[src/rtl/keypad_matrix_scanner.sv]
// 4x4 active-low matrix keypad scanner: drives one column at a time, debounces
// press and release, and presents the accepted key code with a one-cycle strobe.
module keypad_matrix_scanner #(
    parameter int SETTLE = 2,
    parameter int DEB    = 4,
    parameter int CNT_W  = 4
) (
    input  logic       clock,
    input  logic       rst,
    input  logic [3:0] row_in,
    output logic [3:0] col_out,
    output logic [3:0] keyPadBuf,
    output logic       key_pressed,
    output logic       key_strobe
);

    typedef enum logic [1:0] {
        SCAN,
        DEBOUNCE,
        HELD
    } state_t;

    localparam logic [CNT_W-1:0] SETTLE_LAST = CNT_W'(SETTLE - 1);
    localparam logic [CNT_W-1:0] DEB_LAST    = CNT_W'(DEB - 1);

    state_t           state_reg, state_next;
    logic [1:0]       col_idx_reg, col_idx_next;
    logic [CNT_W-1:0] count_reg, count_next;
    logic [1:0]       row_idx_reg, row_idx_next;
    logic [3:0]       row_pat_reg, row_pat_next;
    logic [3:0]       code_reg, code_next;
    logic             pressed_reg, pressed_next;
    logic             strobe_reg, strobe_next;

    // A press is exactly one row pulled low; multi-row ghosting is rejected.
    logic [3:0] row_low;
    logic       press_valid;
    logic [1:0] sample_row;

    assign row_low     = ~row_in;
    assign press_valid = (row_low != 4'd0) && ((row_low & (row_low - 4'd1)) == 4'd0);

    always_comb begin
        sample_row = 2'd0;
        for (int i = 0; i < 4; i++) begin
            if (row_low[i]) begin
                sample_row = 2'(i);
            end
        end
    end

    generate
        for (genvar gi = 0; gi < 4; gi++) begin : g_col_drive
            assign col_out[gi] = (col_idx_reg != 2'(gi));
        end
    endgenerate

    assign keyPadBuf   = code_reg;
    assign key_pressed = pressed_reg;
    assign key_strobe  = strobe_reg;

    always_ff @(posedge clock) begin
        if (rst) begin
            state_reg   <= SCAN;
            col_idx_reg <= 2'd0;
            count_reg   <= '0;
            row_idx_reg <= 2'd0;
            row_pat_reg <= 4'hF;
            code_reg    <= 4'h0;
            pressed_reg <= 1'b0;
            strobe_reg  <= 1'b0;
        end else begin
            state_reg   <= state_next;
            col_idx_reg <= col_idx_next;
            count_reg   <= count_next;
            row_idx_reg <= row_idx_next;
            row_pat_reg <= row_pat_next;
            code_reg    <= code_next;
            pressed_reg <= pressed_next;
            strobe_reg  <= strobe_next;
        end
    end

    always_comb begin
        state_next   = state_reg;
        col_idx_next = col_idx_reg;
        count_next   = count_reg;
        row_idx_next = row_idx_reg;
        row_pat_next = row_pat_reg;
        code_next    = code_reg;
        pressed_next = pressed_reg;
        strobe_next  = 1'b0;

        unique case (state_reg)
            SCAN: begin
                if (count_reg == SETTLE_LAST) begin
                    count_next = '0;
                    if (press_valid) begin
                        row_idx_next = sample_row;
                        row_pat_next = row_in;
                        state_next   = DEBOUNCE;
                    end else begin
                        col_idx_next = col_idx_reg + 2'd1;
                    end
                end else begin
                    count_next = count_reg + 1'b1;
                end
            end

            DEBOUNCE: begin
                if (row_in != row_pat_reg) begin
                    // Bounce: abandon this column and continue the sweep.
                    count_next   = '0;
                    col_idx_next = col_idx_reg + 2'd1;
                    state_next   = SCAN;
                end else if (count_reg == DEB_LAST) begin
                    code_next    = {row_idx_reg, col_idx_reg};
                    pressed_next = 1'b1;
                    strobe_next  = 1'b1;
                    count_next   = '0;
                    state_next   = HELD;
                end else begin
                    count_next = count_reg + 1'b1;
                end
            end

            HELD: begin
                // Column stays frozen, so only the held key's row can pull low.
                if (row_in != 4'hF) begin
                    count_next = '0;
                end else if (count_reg == DEB_LAST) begin
                    pressed_next = 1'b0;
                    count_next   = '0;
                    col_idx_next = 2'd0;
                    state_next   = SCAN;
                end else begin
                    count_next = count_reg + 1'b1;
                end
            end

            default: begin
                state_next = SCAN;
                count_next = '0;
            end
        endcase
    end

endmodule

[config.mk]
export PLATFORM = sky130hd
export DESIGN_NAME = keypad_matrix_scanner
export DESIGN_NICKNAME = d
export VERILOG_FILES = /design/src/rtl/keypad_matrix_scanner.sv
export SDC_FILE = /design/constraint.sdc
export NUM_CORES = 1
export LEC_CHECK = 0
export CORE_ASPECT_RATIO = 1.2
export CORE_MARGIN = 4
export CORE_UTILIZATION = 40
export CTS_BUF_LIST = sky130_fd_sc_hd__clkbuf_8
export DETAILED_ROUTE_END_ITERATION = 10
export GPL_TIMING_DRIVEN = 1
export REMOVE_ABC_BUFFERS = 1
export SETUP_SLACK_MARGIN = 0.2
export SLEW_MARGIN = 20
export SYNTH_ARGS = -nofsm -noshare
export SYNTH_HDL_FRONTEND = slang
export SYNTH_SLANG_ARGS = --single-unit
export TNS_END_PERCENT = 20
[constraint.sdc]
create_clock -name clock -period 2.55 [get_ports clock]
set_clock_uncertainty 0.2 [all_clocks]
set_input_delay 0.6375 -clock clock [delete_from_list [all_inputs] [get_ports clock]]
set_output_delay 0.6375 -clock clock [all_outputs]
set_load 0.05 [all_outputs]
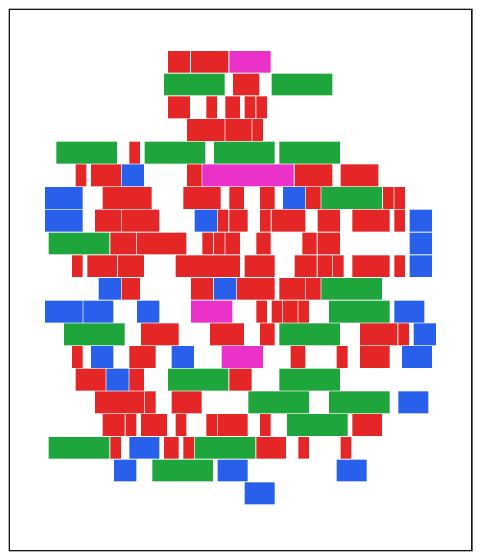
*Placed cells, one color a class, run 1*
- green: registers (cells 20; share of their area 30%)
- red: remaining logic cells (cells 90; share of their area 49%)
- magenta: clock drivers and dummy loads (cells 4; share of their area 5.3%)
- blue: remaining buffers and delay cells (cells 25; share of their area 17%)

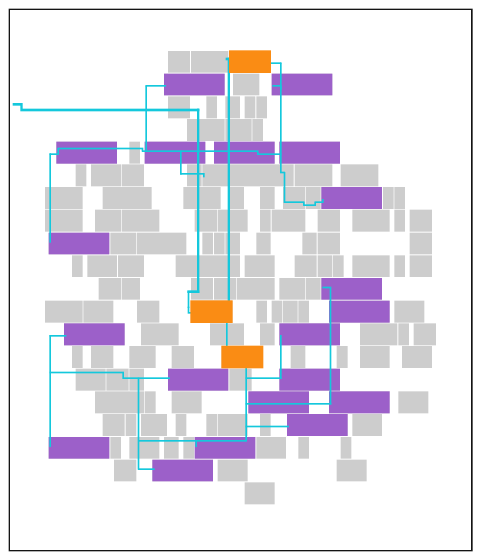
*Clock distribution, run 1*
- cyan: clock wires (length 273 um)
- orange: clock-net drivers (count 3)
- purple: flip-flops (count 20)
- routed clock nets: 4

==> flow_summary.yaml, run 1 <==
# synthesis and place-and-route metrics
run_status:
  status: "finished, final reports clean"
setup_path:
  crit_path_top_delay_cell: "clkdlybuf4s50_1"
  path_cells: "clkdlybuf4s50_1"
  reg2reg_depth: 5
  critical_path.startpoint: "key_pressed"
  critPathTopFamily: "buffers and inverters"
  required_ns: 1.71
  crit_buf_inv: 1
  crit_arrival_ns: 1.42
  rrSetupSlack_ns: 0.80
  cp-start-kind: "register"
  crit_path_end_kind: "output port"
  reg2reg_to: "col_idx_reg[1]"
power_and_ir_drop:
  power_density_nw_per_um2: 611
  pg_comb_uw: 185
  top_power_group: "registers"
  seqPwrFrac_pct: 41.0
  vdd_drop_max_mv: 0.398
  cellInternalPower_uw: 619
  switching_power_uw: 231
  swShare_pct: 27.1
  seq_power_uw: 348
  combPwrFrac_pct: 21.8
global_routing:
  antenna_found_initial: 0
  grt_max_degree: 13
  overflow: 0
  grt_pass1_vias: 857
layout:
  fin_util_pct: 54.5
  diodes: 0
  syn_to_final_growth_pct: 29.8
  final_nets: 152
clocking:
  cts_buffer_depth: 2
  cts.sinks: 20
  ctsResizeCount: 1
  cts_setup_buffers: 0
  cts-root-buf: "clkbuf_8"
  clkLatencyLatePin_ns: 0.26
  cts_max_level: 1
routing:
  detailroute.wirelength.met3_um: 76
  drtIter0Drc: 7
  drt-total-wl_um: 2050
  postRouteAntennaNets: 0
  avgRoutedWirePerCell_um: 11.9
  vias_per_cell: 5.00
  num_vias: 860
synth:
  yosys_warnings: 0
  top_area_cell: "dfxtp_1"
  simple_gate_share_pct: 22.0
  topCellsByArea: "dfxtp_1 (37%), mux2i_1 (7.5%), ha_1 (7.0%)"
  enable_flop_cells: 0
  synthAdderAreaFrac_pct: 7.01
  synth_cell_types: 34
  syn-mean-instance-area_um2: 9.31
  yosysTopAreaCellShare_pct: 37.4
  yosysChipArea_um2: 1070
  xor_share_pct: 7.13
  synthArstFlopShare_pct: 0
  synth_area_um2: 1070
  syn_inst: 115
  ys_cells: 115
  top_cells_by_count: "dfxtp_1 (20), nand2_1 (11), inv_1 (10), nor2_1 (10)"
  ys_seq_elements: 20
floorplanning:
  fp-utilization_pct: 42.0
  die_x_um: 55.2
  die.size.y_um: 64.7
  num_rows: 20
  dieArea_um2: 3570
  coreArea_um2: 2550
placement:
  portBuffers: 15
  dp_hpwl_um: 1570
sta:
  period_minus_slack_ns: 2.25
  maxSlewViolCount: 0
  maxSlewHeadroom_pct: 66.9
  post-route-period-util_pct: 88.4
  setup_viol: 0
  fin_hold_ws_ns: 0.258
worst_hold_path:
  hold_start: "row_idx_reg[1]"
  holdPathEnd: "row_idx_reg[1]"
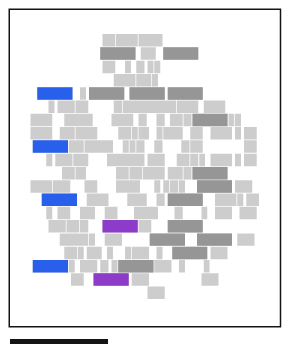
*Sequential cells colored by netlist name, run 1*
Scale bar: 20 um.
- purple: row_idx_reg (placed flops 2)
- blue: row_pat_reg (placed flops 4; where west)

[run 1: cell type report]
class	instances	area (um2)	share of cell area (%)
inverters	10	37.5	2.70
repair buffers	25	223	16.0
well taps	33	41.3	2.97
flip-flops and latches	20	400	28.8
multi-input cells	80	617	44.4
clock inverters	1	30.0	2.16
clock buffers	3	41.3	2.97
[run 1: through the flow]
step	setup WS [ns]	instance area (um2)	setup TNS [ns]	total power [mW]
6_report	0.296	1390	0	0.850
5_1_grt	0.195	1390	0	0.886
4_1_cts	0.213	1350	0	0.854
3_5_place_dp	-0.106	1280	-0.656	0.534
3_3_place_gp	-0.0705	1280	-0.330	0.530
2_1_floorplan	0.597	1020	0	0.470
[run 1: cells in the final DEF (no fill, tap or decap), types with 2 or more instances in the layout]
| master | count |
|---|---|
| nand4b_1 | 2 |
| buf_4 | 14 |
| inv_1 | 10 |
| o211ai_1 | 3 |
| dfxtp_1 | 20 |
| xnor2_2 | 3 |
| nor3b_1 | 3 |
| clkbuf_8 | 3 |
| clkdlybuf4s50_1 | 8 |
| a21oi_1 | 8 |
| xnor2_1 | 3 |
| o21ai_0 | 2 |
| nor2_1 | 10 |
| mux2i_1 | 8 |
| ha_1 | 6 |
| nand3_1 | 4 |
| dlymetal6s2s_1 | 3 |
| nand2_1 | 11 |
[run 1: worst max path at each step]
stage / end / slack, ns / depth (start not counted)
6_report: key_pressed / 0.30 / 1
5_1_grt: row_idx_reg[1] / 0.19 / 8
4_1_cts: col_idx_reg[1] / 0.21 / 6
3_5_place_dp: keyPadBuf[0] / -0.11 / 6
3_3_place_gp: keyPadBuf[0] / -0.07 / 6
2_1_floorplan: keyPadBuf[0] / 0.60 / 5
[run 1: routing by layer]
metal	track usage [%]	up-vias
li1	-	441
met1	12.0	395
met2	23.8	18
met3	1.99	6
met4	8.81	0
met5	0	-
### Sizing map, run 1

Scale bar: 20 um.
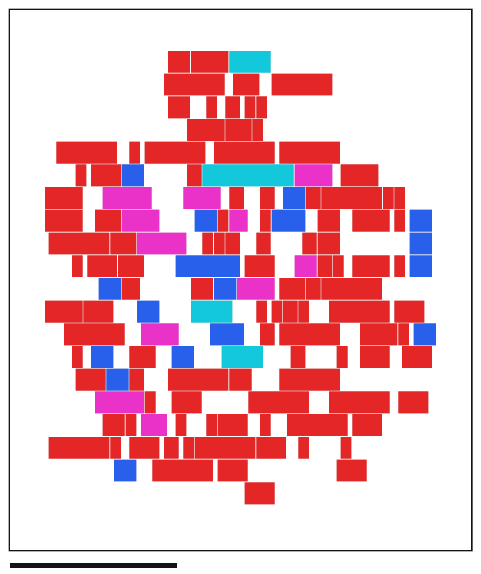

==> run 1 -> run 2 <==
- clock period: 2.55 -> 2.05 ns (I/O delays scaled with it)
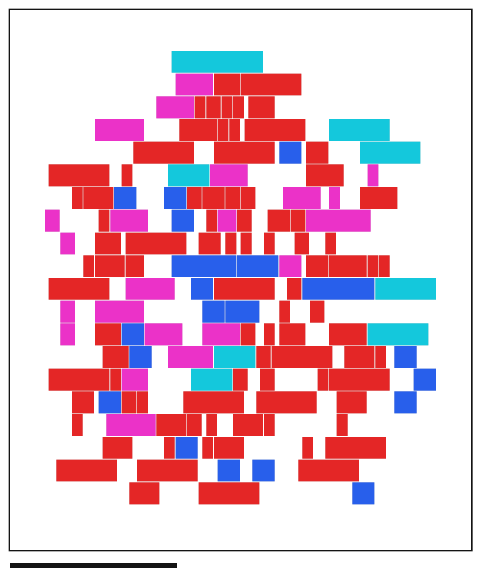
*Sizing map, run 2*
Scale bar: 20 um.
- cyan: x6 and larger (cells 8)
- magenta: x2 (cells 22)
- blue: x3 and x4 (cells 20)
- red: x1 and smaller (cells 89)
PnR worst setup slack: 0.234 ns
Final Cell Area: 1420 um2
P&R area growth vs syn: 32.8%

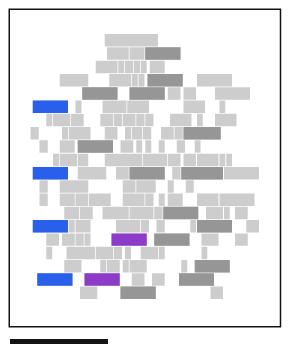
*Sequential cells colored by netlist name, run 2*
Scale bar: 20 um.
- purple: row_idx_reg (placed flops 2)
- blue: row_pat_reg (placed flops 4)

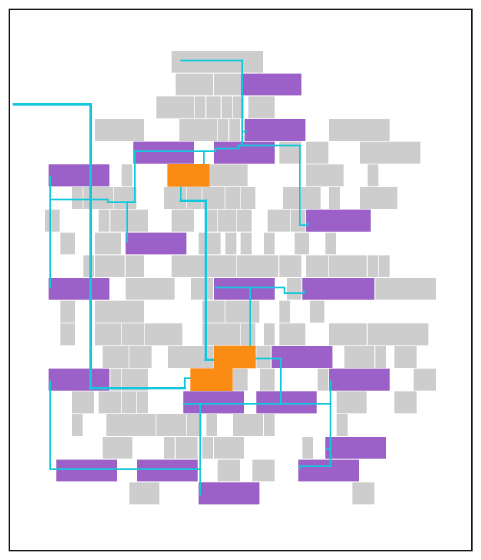
*Clock distribution, run 2*
clock share of power: 35.5%
Clk. pwr: 391 uW

==> run 2 against run 1 <==
  * Utilization up 1.3 points
  * Wire length up 4.5%
  * Via count up 4.9%
  * Clock power up 24%
  * Flip-flop count unchanged
  * Sequential power up 26%
  * Design area up 2.3%
  * Highest routed layer unchanged
==> flow_summary.yaml, run 2 <==
# synthesis and place-and-route metrics
worst_hold_path:
  hold_start: "row_idx_reg[1]"
setup_path:
  crit_arrival_ns: 1.10
  path_cells: "inv_1, ha_1, inv_2, buf_12"
  crit_path_end_kind: "output port"
  crit_path_top_delay_cell: "dfxtp_4"
  rrSetupSlack_ns: 0.27
  crit_buf_inv: 3
  cp-start-kind: "register"
  required_ns: 1.34
synth:
  synth_cell_types: 34
  top_area_cell: "dfxtp_1"
  ys_cells: 115
  yosysChipArea_um2: 1070
  synthArstFlopShare_pct: 0
  ys_seq_elements: 20
  syn_inst: 115
  enable_flop_cells: 0
floorplanning:
  num_rows: 20
  fp-utilization_pct: 42.0
  dieArea_um2: 3570
  coreArea_um2: 2550
power_and_ir_drop:
  power_density_nw_per_um2: 773
  vdd_drop_max_mv: 0.504
  p_total_mw: 1.10
clocking:
  clkLatencyLatePin_ns: 0.26
  cts-root-buf: "clkbuf_8"
  cts_max_level: 1
layout:
  lay_top_cells: "dfxtp_1 (18), buf_4 (16), nand2_1 (11)"
  diodes: 0
  final_nets: 152
  lay_top_count: "dfxtp_1"
  seq_area_um2: 405
placement:
  place_ws_ns: -0.480
global_routing:
  overflow: 0
  grt_pass1_vias: 866
  grt_max_degree: 13
routing:
  postRouteAntennaNets: 0
  vias_per_cell: 5.24
  avgRoutedWirePerCell_um: 12.5
  drtIter0Drc: 8
sta:
  post-route-period-util_pct: 88.6
  setup_viol: 0
  maxSlewHeadroom_pct: 79.2
  tns_ns: 0
run_status:
  status: "finished, final reports clean"
==> run 2: kinds of logic (layout without fill, tap and decap cells) <==
logic type	count (synthesis)	after routing	synth area share, %
flip-flops	20	20	37.4
multiplexers	8	8	7.48
AND-OR/OR-AND	18	18	10.9
XOR/XNOR	7	7	7.13
AND/OR/NAND/NOR	41	41	22.0
buffers and inverters	15	39	8.18
adder cells (fa/ha/maj)	6	6	7.01
==> run 2: cell type report <==
type	instances	share of cell area [%]
multi-input combinational	80	44.8
timing repair buffer	25	16.2
tap	33	2.90
sequential	20	28.5
clock inverter	1	2.11
inverter	10	2.64
clock buffer	3	2.90
==> run 2: routing by layer <==
layer / track usage, % / up-vias / routed length (um) / share of wire, %
met1: 12.1 / 426 / 789 / 37
met3: 3.19 / 6 / 110 / 5.1
met2: 25.7 / 26 / 1170 / 55
li1: - / 444 / - / -
met5: 0 / - / 0 / 0
met4: 9.73 / 0 / 70 / 3.3
==> run 2: through the flow <==
step	util (%)	cell area [um2]
after global placement	51.1	1310
final	55.7	1420
after detailed placement	51.1	1310
after CTS	55.0	1410
after global routing	55.7	1420
after floorplan	-	1020
==> run 2: where the power goes <==
part	switching (mW)	internal (mW)	total (mW)
clock network	0.130	0.261	0.391
registers	0.0257	0.413	0.438
logic	0.144	0.126	0.270
==> run 2: path summary, 6_finish.rpt <==
kind / depth (start not counted) / end
worst max-delay path: 4 / col_out[0]
worst min-delay path: 2 / row_idx_reg[1]
worst max register to register: 5 / col_idx_reg[0]
worst min register to register: 2 / row_idx_reg[1]
==> run 2: what timing repair did <==
| item | 4_1_cts | 5_1_grt |
|---|---|---|
| gates resized | 16 | 17 |
| setup buffers | 0 | 1 |
| endpoints found under the setup margin | 23 | 17 |
| pin swaps | 2 | 2 |
| endpoints found under the hold margin | 0 | 0 |
### Placed cells, one color a class, run 2

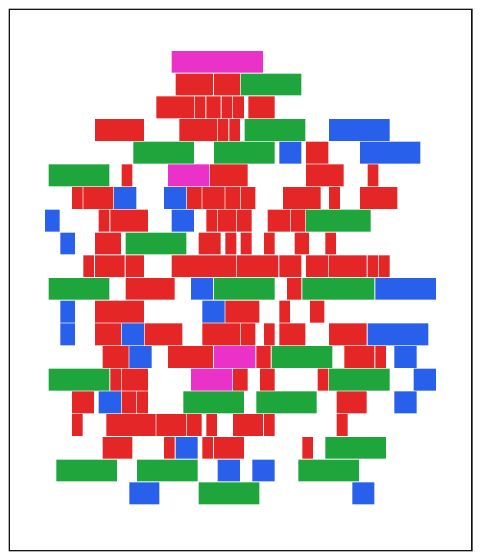

==> run 2 -> run 3 <==
- CELL_PAD_IN_SITES_DETAIL_PLACEMENT: unset -> 1
- CELL_PAD_IN_SITES_GLOBAL_PLACEMENT: unset -> 2
- CORE_UTILIZATION: 40 -> 31
- CTS_CLUSTER_DIAMETER: unset -> 30
- PLACE_DENSITY_LB_ADDON: unset -> 0.1
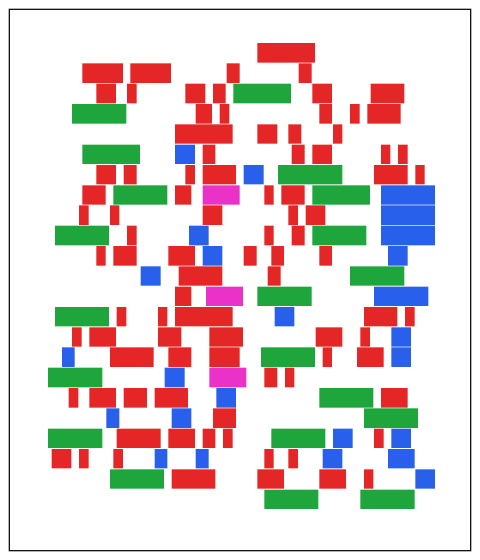
*Placed cells, one color a class, run 3*
- red: remaining logic cells (cells 90; share of their area 50%)
- blue: remaining buffers and delay cells (cells 25; share of their area 17%)
- magenta: clock-net drivers (cells 3; share of their area 3.0%)
- green: registers (cells 20; share of their area 30%)
fin util: 42.2%
Final Cell Area: 1410 um2
Core Area: 3340 um2
fraction of area in registers: 29.0%

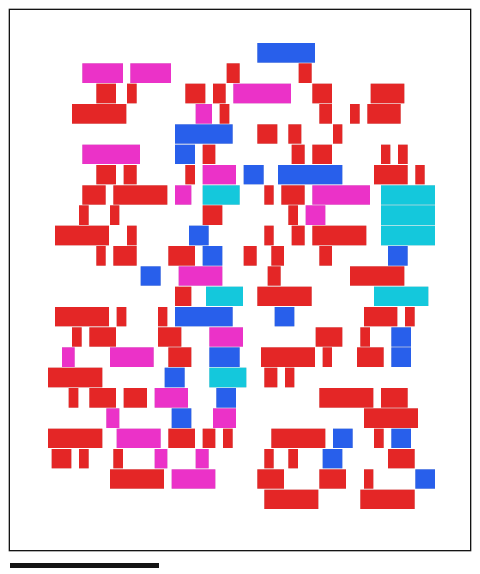
*Sizing map, run 3*
Scale bar: 20 um.
P&R area growth vs syn: 31.5%
PnR worst setup slack: 0.206 ns
Non-clk bufs: 25

==> run 3 against run 2 <==
  * Non-clock buffer count unchanged
  * Register-to-register slack gained 0.03 ns
  * Fmax is 1.5% lower
  * Sequential power about the same
  * Wire length rose by 18%
  * Critical path type unchanged
  * Critical endpoint is now col_out[2]
  * Largest cell class unchanged
  * Largest power group unchanged
==> flow_summary.yaml, run 3 <==
# synthesis and place-and-route metrics
run_status:
  status: "finished, final reports clean"
synth:
  enable_flop_cells: 0
  ys_seq_elements: 20
  synthArstFlopShare_pct: 0
  top_area_cell: "dfxtp_1"
  syn_inst: 115
  synth_cell_types: 34
  yosysChipArea_um2: 1070
layout:
  diodes: 0
  final_nets: 152
  lay_top_cells: "dfxtp_1 (16), buf_4 (16), inv_1 (10), nand2_1 (10), nor2_1 (10)"
clocking:
  clkLatencyLatePin_ns: 0.25
  cts-root-buf: "clkbuf_8"
  cts_max_level: 1
routing:
  drc: 0
  avgRoutedWirePerCell_um: 14.4
  drtIter0Drc: 11
  first_pass_iters: 2
  postRouteAntennaNets: 0
sta:
  hold_viol: 0
  maxSlewHeadroom_pct: 76.5
  post-route-period-util_pct: 89.9
  tns_ns: 0
  setup_viol: 0
power_and_ir_drop:
  vdd_drop_max_mv: 0.540
  p_total_uw: 969
global_routing:
  overflow: 0
  grt_max_degree: 11
  grt_pass1_vias: 926
floorplanning:
  fp-utilization_pct: 32.1
  dieArea_um2: 4460
setup_path:
  required_ns: 1.34
  crit_arrival_ns: 1.13
  crit_path_end_kind: "output port"
worst_hold_path:
  hold_start: "count_reg[0]"
placement:
  place_area_um2: 1310
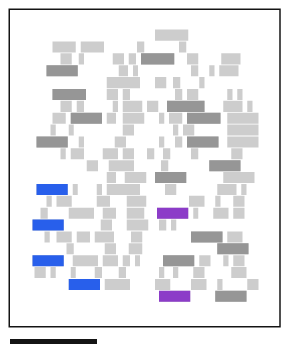
*Sequential cells colored by netlist name, run 3*
Scale bar: 20 um.
- blue: row_pat_reg (placed flops 4; where south-west)
- purple: row_idx_reg (placed flops 2)

## run 3: kinds of logic after synthesis
family	after synthesis	share of synthesized area [%]
XOR/XNOR	7	7.13
flip-flops	20	37.4
adder cells (fa/ha/maj)	6	7.01
multiplexers	8	7.48
buffers and inverters	15	8.18
AND-OR/OR-AND	18	10.9
AND/OR/NAND/NOR	41	22.0
## run 3: path summary, 6_finish.rpt
path / to / slack, ns / cells past startpoint
hold reg to reg: count_reg[0] / 0.25 / 1
setup reg to reg: col_idx_reg[1] / 0.30 / 5
hold / removal: count_reg[0] / 0.25 / 1
setup / recovery: col_out[2] / 0.21 / 4
## run 3: report_power, final
group	total, mW	internal, mW	switching [mW]	leakage [nW]
Sequential	0.439	0.414	0.0247	0.164
Clock	0.256	0.131	0.126	0.0216
Combinational	0.274	0.126	0.148	0.438
Total	0.969	0.671	0.298	0.623
## run 3: layout make-up
cell class | count | area, um2
repair buffers | 25 | 230
fillers | 381 | 1930
well taps | 37 | 46.3
multi-input cells | 80 | 646
flip-flops and latches | 20 | 408
clock buffers | 3 | 41.3
inverters | 10 | 37.5
## run 3: what timing repair did
action                                  CTS  global route
pin swaps                                 6             3
endpoints found under the setup margin   23            20
gates resized                            16            16
setup buffers                             0             1
## run 3: critical path, stage by stage, from the launching register on
cell	delay [ns]
dfxtp_4	0.37
inv_1	0.07
ha_1	0.20
inv_1	0.10
buf_12	0.14
## run 3: layer usage
metal | GRT usage [%] | wire length [um] | vias to the layer above
met5 | 0 | 0 | -
met4 | 6.60 | 75 | 0
met3 | 2.67 | 110 | 6
met2 | 20.7 | 1300 | 16
met1 | 15.5 | 1040 | 412
li1 | - | - | 442
No activity file was given, so power comes from the tool's default toggle rates.
